===== src/rtl/ps2_tone_pkg.sv =====
// Shared constants, prefix FSM states and the key-to-pitch lookup for the
// PS/2 polyphonic tone generator.
package ps2_tone_pkg;

  localparam int HALF_W = 17;

  // The key table holds half-periods at this clock; other clocks are rescaled
  // with round-to-nearest so the pitch stays the same.
  localparam int unsigned REF_CLK_HZ = 50_000_000;

  localparam logic [7:0] SC_BREAK = 8'hF0;
  localparam logic [7:0] SC_EXT   = 8'hE0;

  localparam logic [7:0] SC_C4 = 8'h15;
  localparam logic [7:0] SC_D4 = 8'h1D;
  localparam logic [7:0] SC_E4 = 8'h24;
  localparam logic [7:0] SC_F4 = 8'h2D;
  localparam logic [7:0] SC_G4 = 8'h2C;
  localparam logic [7:0] SC_A4 = 8'h35;
  localparam logic [7:0] SC_B4 = 8'h3C;
  localparam logic [7:0] SC_C5 = 8'h43;

  typedef enum logic [1:0] {
    S_IDLE,
    S_BRK,
    S_EXT,
    S_EXT_BRK
  } prefix_state_t;

  // Rescale a reference half-period to the actual clock; arguments are constants
  // in every call site, so this folds away.
  function automatic logic [HALF_W-1:0] scale_half(input int unsigned ref_half,
                                                   input int unsigned clk_hz);
    return HALF_W'((64'(ref_half) * 64'(clk_hz) + 64'(REF_CLK_HZ / 2)) / 64'(REF_CLK_HZ));
  endfunction

  // Returns {hit, half_period}; hit is 0 for any scancode outside the Q-row map.
  function automatic logic [HALF_W:0] key_half_period(input logic [7:0] k,
                                                      input int unsigned clk_hz);
    logic              hit;
    logic [HALF_W-1:0] half;
    hit  = 1'b1;
    half = '0;
    case (k)
      SC_C4:   half = scale_half(95556, clk_hz);
      SC_D4:   half = scale_half(85131, clk_hz);
      SC_E4:   half = scale_half(75843, clk_hz);
      SC_F4:   half = scale_half(71586, clk_hz);
      SC_G4:   half = scale_half(63776, clk_hz);
      SC_A4:   half = scale_half(56818, clk_hz);
      SC_B4:   half = scale_half(50619, clk_hz);
      SC_C5:   half = scale_half(47778, clk_hz);
      default: hit  = 1'b0;
    endcase
    return {hit, half};
  endfunction

endpackage


===== src/rtl/ps2_tone_voice.sv =====
// One square-wave voice: remembers which key it plays and toggles its phase
// every half-period while active.
module ps2_tone_voice
  import ps2_tone_pkg::*;
(
  input  logic              clock,
  input  logic              reset,
  input  logic              load,
  input  logic              stop,
  input  logic [7:0]        load_key,
  input  logic [HALF_W-1:0] load_half,
  output logic [7:0]        key,
  output logic              active,
  output logic              phase
);

  logic [HALF_W-1:0] half;
  logic [HALF_W-1:0] count;

  // Load starts the note high with a full half-period; stop silences it; otherwise count down and toggle.
  always_ff @(posedge clock or posedge reset) begin
    if (reset) begin
      key    <= '0;
      half   <= '0;
      count  <= '0;
      active <= 1'b0;
      phase  <= 1'b0;
    end else if (load) begin
      key    <= load_key;
      half   <= load_half;
      count  <= load_half;
      active <= 1'b1;
      phase  <= 1'b1;
    end else if (stop) begin
      active <= 1'b0;
      phase  <= 1'b0;
    end else if (active) begin
      if (count == HALF_W'(1)) begin
        count <= half;
        phase <= ~phase;
      end else begin
        count <= count - 1'b1;
      end
    end
  end

endmodule


===== src/rtl/ps2_poly_tone.sv =====
// PS/2 scancode driven polyphonic square-wave generator: prefix decoding,
// voice allocation, sample-rate divider and saturating mixer.
module ps2_poly_tone
  import ps2_tone_pkg::*;
#(
  parameter int CLK_HZ    = 50_000_000,
  parameter int SAMPLE_HZ = 48_000,
  parameter int VOICES    = 4,
  parameter int SAMPLE_W  = 16,
  parameter int AMPLITUDE = 4096
) (
  input  logic                       clock,
  input  logic                       reset,
  input  logic                       valid_data,
  input  logic [7:0]                 data,
  output logic signed [SAMPLE_W-1:0] sample,
  output logic                       wr,
  output logic [VOICES-1:0]          voice_active,
  output logic [7:0]                 last_key,
  output logic                       dropped
);

  localparam int TICK  = CLK_HZ / SAMPLE_HZ;
  localparam int DIV_W = (TICK > 1) ? $clog2(TICK) : 1;
  localparam int ACC_W = SAMPLE_W + ((VOICES > 1) ? $clog2(VOICES) : 0);

  localparam logic signed [ACC_W-1:0] AMP     = ACC_W'(AMPLITUDE);
  localparam logic signed [ACC_W-1:0] SAT_MAX = ACC_W'((2 ** (SAMPLE_W - 1)) - 1);
  localparam logic signed [ACC_W-1:0] SAT_MIN = -SAT_MAX - ACC_W'(1);

  logic [DIV_W-1:0] div;
  logic             tick;

  prefix_state_t     state;
  logic [HALF_W:0]   lut;
  logic              key_hit;
  logic [HALF_W-1:0] key_half;
  logic              make_req;
  logic              brk_req;

  logic [7:0]        voice_key [VOICES];
  logic [VOICES-1:0] voice_on;
  logic [VOICES-1:0] voice_phase;
  logic [VOICES-1:0] hold_vec;
  logic [VOICES-1:0] free_vec;
  logic              free_found;
  logic [VOICES-1:0] load_vec;
  logic [VOICES-1:0] stop_vec;

  logic signed [ACC_W-1:0]    acc;
  logic signed [SAMPLE_W-1:0] sample_next;

  assign tick = (div == DIV_W'(TICK - 1));

  // Free-running sample-rate divider, wrapping to 0 on each tick.
  always_ff @(posedge clock or posedge reset) begin
    if (reset) begin
      div <= '0;
    end else if (tick) begin
      div <= '0;
    end else begin
      div <= div + 1'b1;
    end
  end

  assign lut      = key_half_period(data, CLK_HZ);
  assign key_hit  = lut[HALF_W];
  assign key_half = lut[HALF_W-1:0];

  assign make_req = valid_data && (state == S_IDLE) && (data != SC_BREAK) &&
                    (data != SC_EXT) && key_hit;
  assign brk_req  = valid_data && (state == S_BRK);

  // Prefix tracking for break (F0) and extended (E0) sequences; extended keys are swallowed.
  always_ff @(posedge clock or posedge reset) begin
    if (reset) begin
      state <= S_IDLE;
    end else if (valid_data) begin
      case (state)
        S_IDLE: begin
          if (data == SC_BREAK) begin
            state <= S_BRK;
          end else if (data == SC_EXT) begin
            state <= S_EXT;
          end
        end
        S_BRK:     state <= S_IDLE;
        S_EXT:     state <= (data == SC_BREAK) ? S_EXT_BRK : S_IDLE;
        S_EXT_BRK: state <= S_IDLE;
        default:   state <= S_IDLE;
      endcase
    end
  end

  // Find the voice already holding this byte and the lowest-numbered idle voice.
  always_comb begin
    hold_vec   = '0;
    free_vec   = '0;
    free_found = 1'b0;
    for (int v = 0; v < VOICES; v++) begin
      hold_vec[v] = voice_on[v] && (voice_key[v] == data);
      if (!voice_on[v] && !free_found) begin
        free_vec[v] = 1'b1;
        free_found  = 1'b1;
      end
    end
  end

  assign load_vec = (make_req && (hold_vec == '0)) ? free_vec : '0;
  assign stop_vec = brk_req ? hold_vec : '0;

  for (genvar g = 0; g < VOICES; g++) begin : gen_voice
    ps2_tone_voice u_voice (
      .clock     (clock),
      .reset     (reset),
      .load      (load_vec[g]),
      .stop      (stop_vec[g]),
      .load_key  (data),
      .load_half (key_half),
      .key       (voice_key[g]),
      .active    (voice_on[g]),
      .phase     (voice_phase[g])
    );
  end

  assign voice_active = voice_on;

  // Remember the last key that got a voice and flag makes that found every voice busy.
  always_ff @(posedge clock or posedge reset) begin
    if (reset) begin
      last_key <= 8'h00;
      dropped  <= 1'b0;
    end else begin
      dropped <= make_req && (hold_vec == '0) && !free_found;
      if (|load_vec) begin
        last_key <= data;
      end
    end
  end

  // Sum +/-AMPLITUDE over the sounding voices and clamp into the output range.
  always_comb begin
    acc = '0;
    for (int v = 0; v < VOICES; v++) begin
      if (voice_on[v]) begin
        acc = voice_phase[v] ? (acc + AMP) : (acc - AMP);
      end
    end
    if (acc > SAT_MAX) begin
      sample_next = SAMPLE_W'(SAT_MAX);
    end else if (acc < SAT_MIN) begin
      sample_next = SAMPLE_W'(SAT_MIN);
    end else begin
      sample_next = SAMPLE_W'(acc);
    end
  end

  // Capture the mix and raise wr for one cycle on every sample tick.
  always_ff @(posedge clock or posedge reset) begin
    if (reset) begin
      sample <= '0;
      wr     <= 1'b0;
    end else begin
      wr <= tick;
      if (tick) begin
        sample <= sample_next;
      end
    end
  end

endmodule


===== config.mk =====
export PLATFORM = sky130hd
export DESIGN_NAME = ps2_poly_tone
export DESIGN_NICKNAME = d
export VERILOG_FILES = /design/src/rtl/ps2_tone_pkg.sv /design/src/rtl/ps2_tone_voice.sv /design/src/rtl/ps2_poly_tone.sv
export SDC_FILE = /design/constraint.sdc
export NUM_CORES = 1
export LEC_CHECK = 0
export CAP_MARGIN = 20
export CORE_AREA = 4 4 139 141
export DETAILED_ROUTE_END_ITERATION = 8
export DIE_AREA = 0 0 143 145
export PLACE_DENSITY = 0.89
export SLEW_MARGIN = 20
export SYNTH_ARGS = -nofsm -noshare
export SYNTH_HDL_FRONTEND = slang
export SYNTH_SLANG_ARGS = --single-unit
export TNS_END_PERCENT = 10

===== constraint.sdc =====
create_clock -name clock -period 17.5 [get_ports clock]
set_clock_uncertainty 0.1 [all_clocks]
set_input_delay 3.5 -clock clock [delete_from_list [all_inputs] [get_ports clock]]
set_output_delay 3.5 -clock clock [all_outputs]
set_load 0.01 [all_outputs]

==> CHANGELOG.md, run 1 <==
## Implementation

* Fp util at 0.6496
* Period utilization at 0.4038
* Pre-CTS setup slack at 10.13 ns
* Worst hold slack at 0.3811 ns
* Setup violations, final at 0
* Crit path kind: in2reg
* Vias in the first global route at 9003
* Mapped Cells at about 1.1k
* Leakage Power at slightly below 0.006 uW
* Ys async rst share at 1.000
* Vert. Die Dim at 145 um
* Nets@finish at between 1k and 1.5k
* PwrDens at between 100 and 150 nW/um^2
* Crit path max fanout at 32
* Total nets after synthesis at about 1.2k
* Htree depth at 1
* Relative max-transition margin at 0.2586
* Starting DRT DRC Count at roughly 800
* Chip area at 20740 um^2
* Most instantiated cells after synthesis: dfrtp_1, mux2_2, nor2_1
* Routed WL per cell at 21.42 um
* Worst hold path class: reg2reg
* Finished Core Util at 0.7134
* Register bit total from synthesis at between 200 and 250
* Worst-Skew Late Latency at 0.50 ns
* DR vias/cell at a little under 7
* Max Slew Vio Count at 0
* # rows at 49
* I/O Buffers at 40
* CTS Buf Count at 22
* Routing usage on met2 at 0.4258
* Final worst path period need at 7.066 ns
* Register area share after synthesis at 0.4374
* Mapped Area at 11670 um^2
* YS chip area at 11670 um^2
* Status: finished, final reports clean
* Yosys warnings at 0
* Cell area leaders: dfrtp_1, mux2_2, xnor2_1
* # IOs at ~40
* Setup total negative slack at 0 ns
* Mean post-synth cell area at 10.30 um^2
* Drt drc at 0
* Global routing usage on met1 at 0.3767
* Hold Buf Count CTS at 0
* Chip width at about 140 um
* Antenna violations before repair at 0
* Startpoint Class: primary input
* Post-synth EDFFs at 0
* Global route hottest layer: met2
* CTS tree: built
* Max-cap violations at 0
* Core area at 17960 um^2
* DR pass1 iterations at 5
* Largest net degree at the start of global routing at around 130
* Clock slew at reported path FFs at approximately 0.06 ns
* Yosys cell count at 1133
* FMAX at about 0.14 GHz
* Largest area contributor in the netlist: dfrtp_1
* Global-route wire length before repair at 46560 um
* Clock Sinks at 204
* Count of tool warnings at 37
* Share of cells above drive strength 1 at 0.1602
* Gpl congestion at 0.8955
* Final-layout fill cell count at 1206
* Worst setup EP type: flip-flop
* Root Buffer Master: clkbuf_16
* Unrepaired setup endpoints after global routing: no
* Worst slew pin tran at 1.105 ns
* Final hold vios at 0
* Most frequent cell after synthesis: dfrtp_1
* Peak VDD IR at 0.1390 mV
* Most common reg cell: dfrtp_1
* Critical Path AT at 7.35 ns
* Area leader share at 0.4374
* ANT nets after route at 0
* Final HPWL DP at 17980 um
* Yosys cell types at about 74
* Overflow after GRT at 0
* Ant diodes at 0
* WP data required at roughly 18 ns
* Post-cts sizing count at 0
* Clock Path Buffers at 3
* Setup Fix Bufs, Post-CTS at 0
run 1: routing by layer:
layer,vias up,wire length [um]
met5,-,0
li1,4105,-
met3,96,2355
met4,0,1166
met1,4595,11810
met2,451,13780
run 1: cell type report:
class,instances,area (um^2),share of cell area
Tap cell,229,286.5,0.02236
Timing Repair Buffer,48,460.4,0.03593
Clock buffer,25,593.1,0.04628
Multi-Input combinational cell,800,6030,0.4705
Clock inverter,14,186.4,0.01455
Sequential cell,204,5105,0.3984
Inverter,39,153.9,0.01201
run 1: logic make-up after synthesis:
logic type,Yosys count,synth area share
flops,204,0.4374
compound gates,237,0.1518
mux,124,0.1192
simple gates,322,0.1431
buf+inv,129,0.04814
xor+xnor,92,0.07023
fa+ha+maj,25,0.03002
run 1: final timing paths:
kind                       slack [ns]                          from                             to  cells past startpoint
setup reg to reg                12.20   gen_voice[0].u_voice.active                     sample[15]                     15
hold reg to reg                  0.38  gen_voice[2].u_voice.half[0]   gen_voice[2].u_voice.half[0]                      1
setup / recovery                10.43                       data[3]  gen_voice[1].u_voice.count[0]                      7
hold / removal                   0.38  gen_voice[2].u_voice.half[0]   gen_voice[2].u_voice.half[0]                      1
min in group asynchronous        3.48                         reset    gen_voice[2].u_voice.key[7]                      2
max in group asynchronous       12.33                         reset  gen_voice[3].u_voice.count[9]                      3
run 1: state kept, by name (all words and copies together) (netlist names):
| signal | flops |
|---|---|
| gen_voice.u_voice.phase | 4 |
| state | 2 |
| gen_voice.u_voice.half | 68 |
| dropped | 1 |
| wr | 1 |
| last_key | 8 |
| gen_voice.u_voice.active | 4 |
| gen_voice.u_voice.key | 32 |
| sample | 5 |
| div | 11 |
| gen_voice.u_voice.count | 68 |
run 1: worst max-delay path: stages:
cell             delay, ns
clkdlybuf4s50_1       0.99
nor3b_1               0.67
nand4_1               0.44
nand3b_1              0.47
nand3_1               0.23
or2_2                 0.65
mux2_4                0.40
run 1: power breakdown:
part           leakage (uW)  switching, uW  internal, uW  total (uW)
Sequential          0.00267            101           550         651
Clock              0.000381            195           304         499
Combinational       0.00278            304           267         572
run 1: metrics by stage:
stage                     instance area (um^2)  instances  total power, uW
after global placement                   12030       1320             1180
after global routing                     12810       1359             1811
after detailed placement                 12030       1320             1208
final                                    12810       1359             1722
after floorplan                          11670       1133             1089
after CTS                                12810       1359             1715
run 1: layout by cell type (no fill, tap or decap), types with 4 or more instances in the layout:
cell / instances
a211oi_1: 42
a21o_1: 7
a21oi_1: 29
a221o_1: 49
a2bb2oi_1: 5
a31oi_1: 16
and2_1: 9
and3_1: 11
buf_4: 8
bufinv_16: 4
clkbuf_16: 23
clkdlybuf4s50_1: 40
clkinv_2: 5
dfrtp_1: 204
fa_1: 5
ha_1: 20
inv_1: 36
mux2_2: 108
mux2i_1: 13
nand2_1: 55
nand2b_1: 4
nand3_1: 29
nand4_1: 16
nand4b_1: 6
nor2_1: 89
nor2b_1: 8
nor3_1: 30
nor3b_1: 5
nor4_1: 16
o21ai_0: 30
o22ai_1: 7
o41ai_1: 5
or2_2: 6
or3_1: 7
or4_1: 8
xnor2_1: 59
xor2_1: 32
**Run 1: metal layers overlaid**

Bar = 50 um.
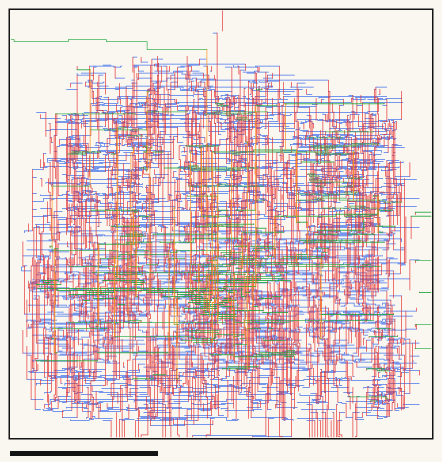
[green] M3 | wire length: 2360 um
[orange] M4 | wire length: 1170 um
[blue] M1 | wire length: 11800 um
[red] M2 | wire length: 13800 um
final WL: 29110 um
Via Count: 9247
gr usage total: 0.2731

**Run 1: sizing map**

Bar = 50 um.
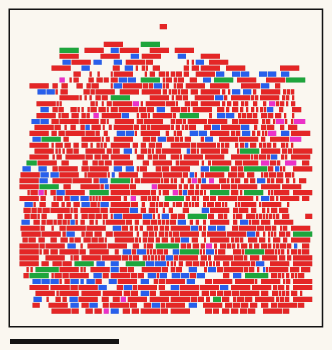
[blue] x2 | cells: 133
[green] x6 and larger | cells: 29
[magenta] x3 and x4 | cells: 19
[red] x1 and smaller | cells: 949
Layout area overhead: 9.810%
nonclk buf count: 48
Finished Cell Area: 12810 um^2
worst setup margin: 10.43 ns

**Run 1: met4 routing**

Supply wires on this layer in gray. Cells faint in the background.
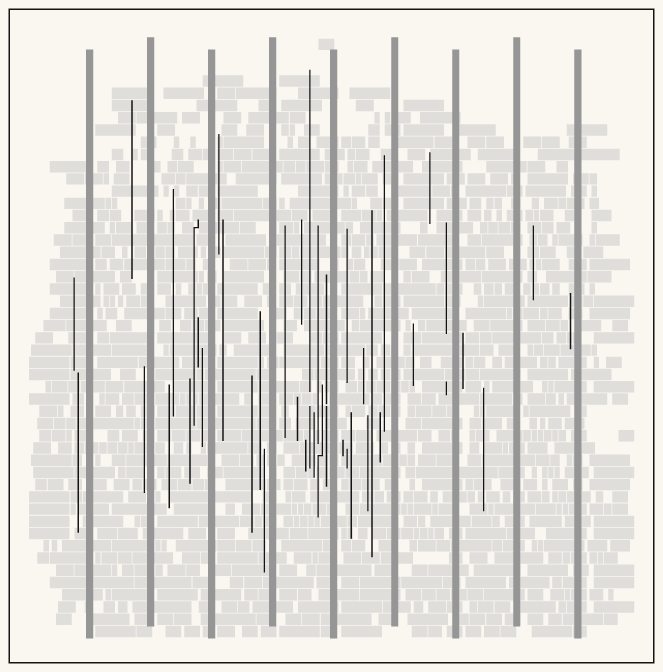
share of all routed wire: 4.0%
main direction: vertical
nets with wire on the layer: 31
longest straight run: 76.8 um
wire length on this layer: 1170 um

**Run 1: metal 3**

Bar = 50 um.
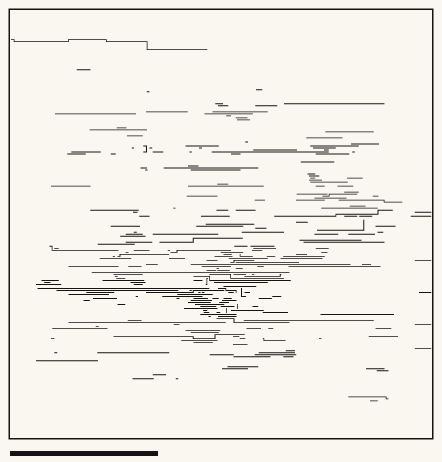
longest straight run: 66.7 um
nets with wire on the layer: 135
share of all routed wire: 8.1%
wire length on this layer: 2360 um
met3 Use GR: 0.05364

**Run 1: placement view**

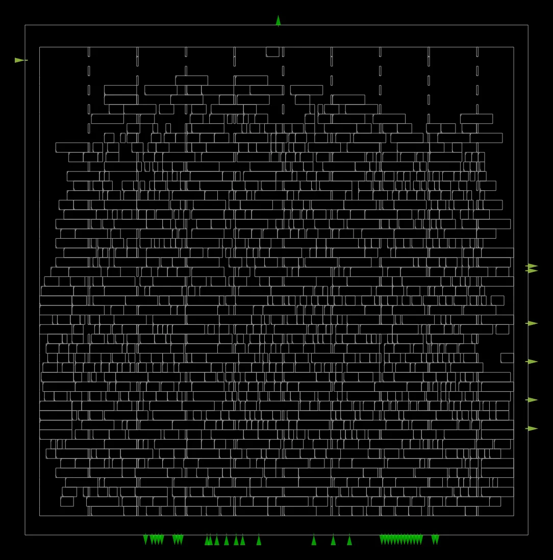

==> inputs of run 2 (changes only) <==
--- a/config.mk
+++ b/config.mk
@@ -6,10 +6,10 @@
 export NUM_CORES = 1
 export LEC_CHECK = 0
 export CAP_MARGIN = 20
-export CORE_AREA = 4 4 139 141
+export CORE_AREA = 4 4 150 152
 export DETAILED_ROUTE_END_ITERATION = 8
-export DIE_AREA = 0 0 143 145
-export PLACE_DENSITY = 0.89
+export DIE_AREA = 0 0 154 156
+export PLACE_DENSITY = 0.82
 export SLEW_MARGIN = 20
 export SYNTH_ARGS = -nofsm -noshare
 export SYNTH_HDL_FRONTEND = slang
==> constraint.sdc (replaced) <==
create_clock -name clock -period 5.78 [get_ports clock]
set_clock_uncertainty 0.1 [all_clocks]
set_input_delay 1.156 -clock clock [delete_from_list [all_inputs] [get_ports clock]]
set_output_delay 1.156 -clock clock [all_outputs]
set_load 0.01 [all_outputs]
**Run 2: placement view**

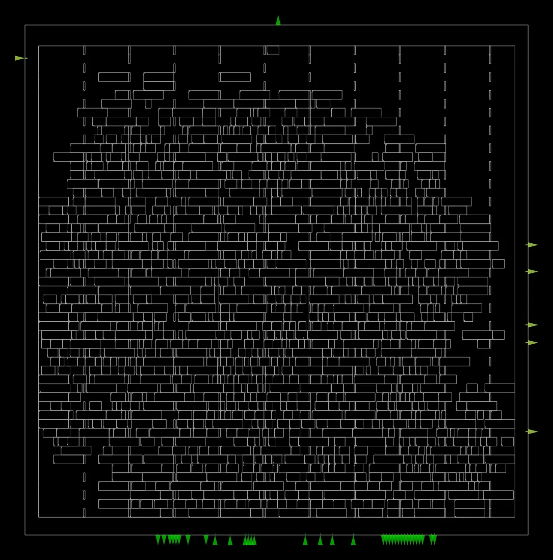
final-layout fill cell count: 1656
n_taps: 275
FF+latch count: 204

**Run 2: met4 routing**

Supply wires on this layer in gray. Cells faint in the background.
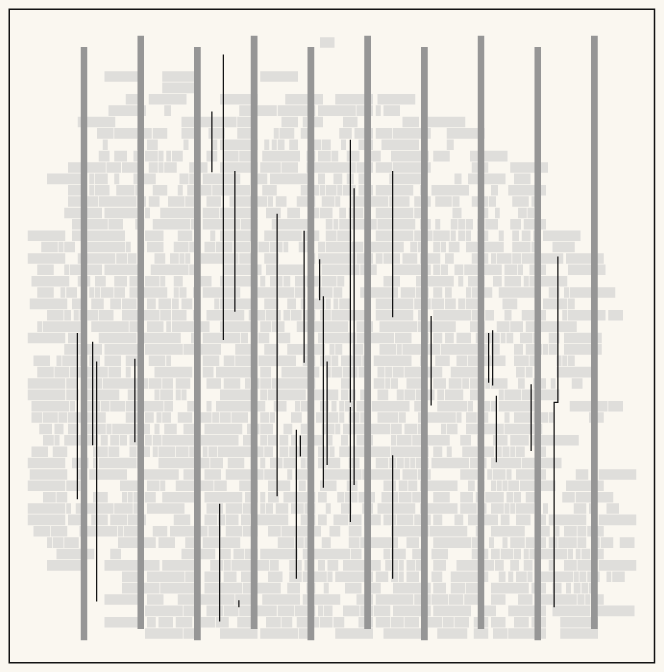
share of all routed wire: 3.2%
longest straight run: 70.7 um
nets with wire on the layer: 20
Via Count: 9084
final WL: 28070 um

==> run 2 against run 1 <==
Flip-flop count stayed put. Sequential power went up to 3.0 times the previous value. Critical endpoint is now sample[15]. Critical path type is now reg2reg. Routed wire length is 3.6% lower.
==> CHANGELOG.md, run 2 <==
## Implementation

* Setup violations, final at 0 (unchanged)
* Mapped Cells at 1133 (unchanged)
* # IOs at 41 (unchanged)
* Yosys warnings at 0 (unchanged)
* Gr usage total at 0.2342 (-0.03889)
* Antenna violations before repair at 0 (unchanged)
* WP data required at 6.07 ns (-11.72 ns)
* Cell area leaders: dfrtp_1, mux2_2, xnor2_1
* CTS Buf Count at 22 (unchanged)
* Final HPWL DP at 18080 um (+0.55%)
* Max-cap violations at 0 (unchanged)
* Mapped Area at 11670 um^2 (unchanged)
* Total power at 5129 uW (+200%)
* Clock slew at reported path FFs at 0.06 ns (about the same)
* # rows at 53 (+8.2%)
* Register bit total from synthesis at 204 (unchanged)
* Crit path kind: reg2reg
* Most frequent CP cell: fa_1
* Share of cells above drive strength 1 at 0.1664 (+0.006199)
* Chip area at 24020 um^2 (+16%)
* R2R depth at 15 (unchanged)
* Nets@finish at 1169 (+1.6%)
* Total nets after synthesis at 1169 (unchanged)
* Yosys cell count at 1133 (unchanged)
* Yosys cell types at 74 (unchanged)
* Vert. Die Dim at 156 um (+7.6%)
* Drt drc at 0 (unchanged)
* DR pass1 iterations at 5 (unchanged)
* Layout area overhead at 11.14%
* Max Slew Vio Count at 0 (unchanged)
* Crit-path slowest cell: dfrtp_1
* Ys async rst share at 1.000 (unchanged)
* Worst hold path class: reg2reg
* Relative max-transition margin at 0.2666 (+0.007959)
* Post-cts sizing count at 0 (unchanged)
* Worst setup EP type: flip-flop
* YS chip area at 11670 um^2 (unchanged)
* Post-synth EDFFs at 0 (unchanged)
* Root Buffer Master: clkbuf_16
* Crit path capture: sample[15]
* Area leader share at 0.4374 (unchanged)
* Ant diodes at 0 (unchanged)
* Fp util at 0.5551 (-0.09450)
* FMAX at 0.2008 GHz
* Vias in the first global route at 9046 (+0.48%)
* Crit-path cells: clkinv_1, nor2_1, fa_1, a21o_1, fa_1, inv_1, fa_1, mux2i_1, ha_1, a21oi_1, o21ai_0, a2111o_1, nand4_1, xnor3_1, mux2_2
* Crit path max fanout at 10 (-69%)
* Final worst path period need at around 5 ns
* Finished Core Util at 0.6170 (-0.09639)
* Most frequent cell after synthesis: dfrtp_1
* Most instantiated cells after synthesis: dfrtp_1, mux2_2, nor2_1
* Worst-Skew Late Latency at 0.51 ns (about the same)
* DR vias/cell at 6.384 (-6.2%)
* Status: finished, final reports clean
* Overflow after GRT at 0 (unchanged)
* Htree depth at 1 (unchanged)
* Startpoint Class: flip-flop
* PwrDens at 395.4 nW/um^2 (+190%)
* Starting DRT DRC Count at 740 (-6.0%)
* Leakage Power at 0.005901 uW (+1.3%)
* Largest registers: gen_voice.u_voice.count: 68 flops, gen_voice.u_voice.half: 68 flops, gen_voice.u_voice.key: 32 flops
* Chip width at 154 um (+7.7%)
* Setup total negative slack at 0 ns (unchanged)
* Peak VDD IR at 0.2286 mV (+64%)
* ANT nets after route at 0 (unchanged)
* I/O Buffers at 40 (unchanged)
* Unrepaired setup endpoints after global routing: no
* Count of tool warnings at 37 (unchanged)
* Period utilization at 0.8614
* CP Launch Point: gen_voice[0].u_voice.active
* Most frequent logic cell in the layout: dfrtp_1
* Global-route wire length before repair at 46970 um (+0.87%)
* Routed WL per cell at 19.72 um (-7.9%)
* R2R Setup Slk at 0.80 ns (-11.40 ns)
* Most common reg cell: dfrtp_1
* Core area at 21020 um^2 (+17%)
* Setup Fix Bufs, Post-CTS at 0 (unchanged)
* Register area share after synthesis at 0.4374 (unchanged)
* Clock Sinks at 204 (unchanged)
* Reg2reg end: sample[15]
* Mean post-synth cell area at 10.30 um^2 (unchanged)
* Final hold vios at 0 (unchanged)
* Largest area contributor in the netlist: dfrtp_1
* Critical Path AT at 5.27 ns (-2.08 ns)
* Critical R2R Launch: gen_voice[0].u_voice.active
* Most numerous logic cells after layout: dfrtp_1, mux2_2, nor2_1
* Clock Path Buffers at 3 (unchanged)
* CP peak stage delay at 0.56 ns (-0.43 ns)
* Largest net degree at the start of global routing at 129 (+2.4%)
* Gpl congestion at 0.8715 (-2.7%)
* Hold Buf Count CTS at 0 (unchanged)
* Worst slew pin tran at 1.093 ns (-0.01186 ns)
* CTS tree: built
**Run 2: metal 3**

Bar = 50 um.
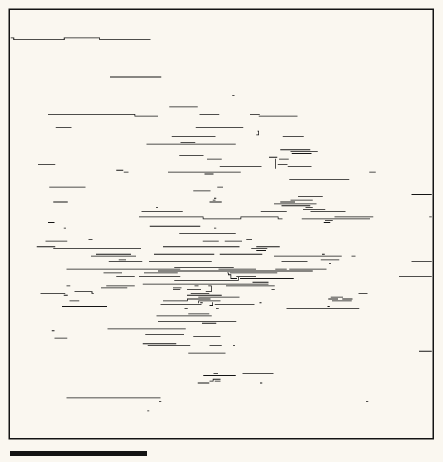
main direction: horizontal
nets with wire on the layer: 106
longest straight run: 56.1 um
met3 Use GR: 0.03051

[run 2: power breakdown]
part	leakage, uW	switching [uW]	internal (uW)
logic	0.00286	903	817
clock network	0.000372	564	891
registers	0.00267	286	1670
total	0.00590	1750	3380
[run 2: cell families (layout without fill, tap and decap cells)]
| logic type | Yosys count | after routing | share of synthesized area |
|---|---|---|---|
| and+or+nand+nor | 322 | 322 | 0.1431 |
| AOI/OAI and AO/OA | 237 | 237 | 0.1518 |
| DFF | 204 | 204 | 0.4374 |
| adders and majority gates | 25 | 25 | 0.03002 |
| buffers and inverters | 129 | 144 | 0.04814 |
| xor gates and xnor gates | 92 | 92 | 0.07023 |
| muxes | 124 | 124 | 0.1192 |
[run 2: area by class of cell]
type / instances / area (um^2)
fill: 1656 / 8051
multi-input combinational: 800 / 6011
sequential: 204 / 5105
clock buffer: 34 / 676.9
timing repair buffer: 66 / 608.1
tap: 275 / 344.1
inverter: 39 / 150.1
clock inverter: 5 / 75.07
[run 2: per-layer routing]
layer	GRT usage	vias to the layer above	part of all wire
met5	0	-	0
met4	0.08326	0	0.032
met3	0.03051	61	0.060
met2	0.3787	309	0.48
met1	0.3272	4560	0.43
li1	-	4154	-
[run 2: worst max-delay path: cells and delay by family, from the launching register on]
kind / cells / cell delay [ns]
and+or+nand+nor: 2 / 0.45
adders and majority gates: 4 / 1.58
buffers and inverters: 2 / 0.45
AOI/OAI and AO/OA: 4 / 0.96
xor gates and xnor gates: 1 / 0.29
muxes: 2 / 0.48
DFF: 1 / 0.56
[run 2: how the worst min path moves through the flow]
stage,slack [ns],cells past startpoint,endpoint,startpoint
2_1_floorplan,0.35,1,gen_voice[0].u_voice.half[4],gen_voice[0].u_voice.half[4]
5_1_grt,0.41,1,gen_voice[2].u_voice.half[9],gen_voice[2].u_voice.half[9]
3_5_place_dp,0.37,1,gen_voice[2].u_voice.half[0],gen_voice[2].u_voice.half[0]
4_1_cts,0.39,1,gen_voice[2].u_voice.half[0],gen_voice[2].u_voice.half[0]
3_3_place_gp,0.36,1,gen_voice[0].u_voice.half[4],gen_voice[0].u_voice.half[4]
6_report,0.39,1,gen_voice[2].u_voice.half[0],gen_voice[2].u_voice.half[0]
[run 2: metrics by stage]
stage,instances,hold slack [ns],area [um^2],setup slack [ns]
after detailed placement,1384,0.3736,12220,0.8726
final,1423,0.3871,12970,0.8009
after global placement,1384,0.3595,12220,1.048
after global routing,1423,0.4127,12970,0.4535
after floorplan,1133,0.3500,11670,1.313
after CTS,1423,0.3871,12970,0.8269
Power is estimated from default activity; no workload was simulated.
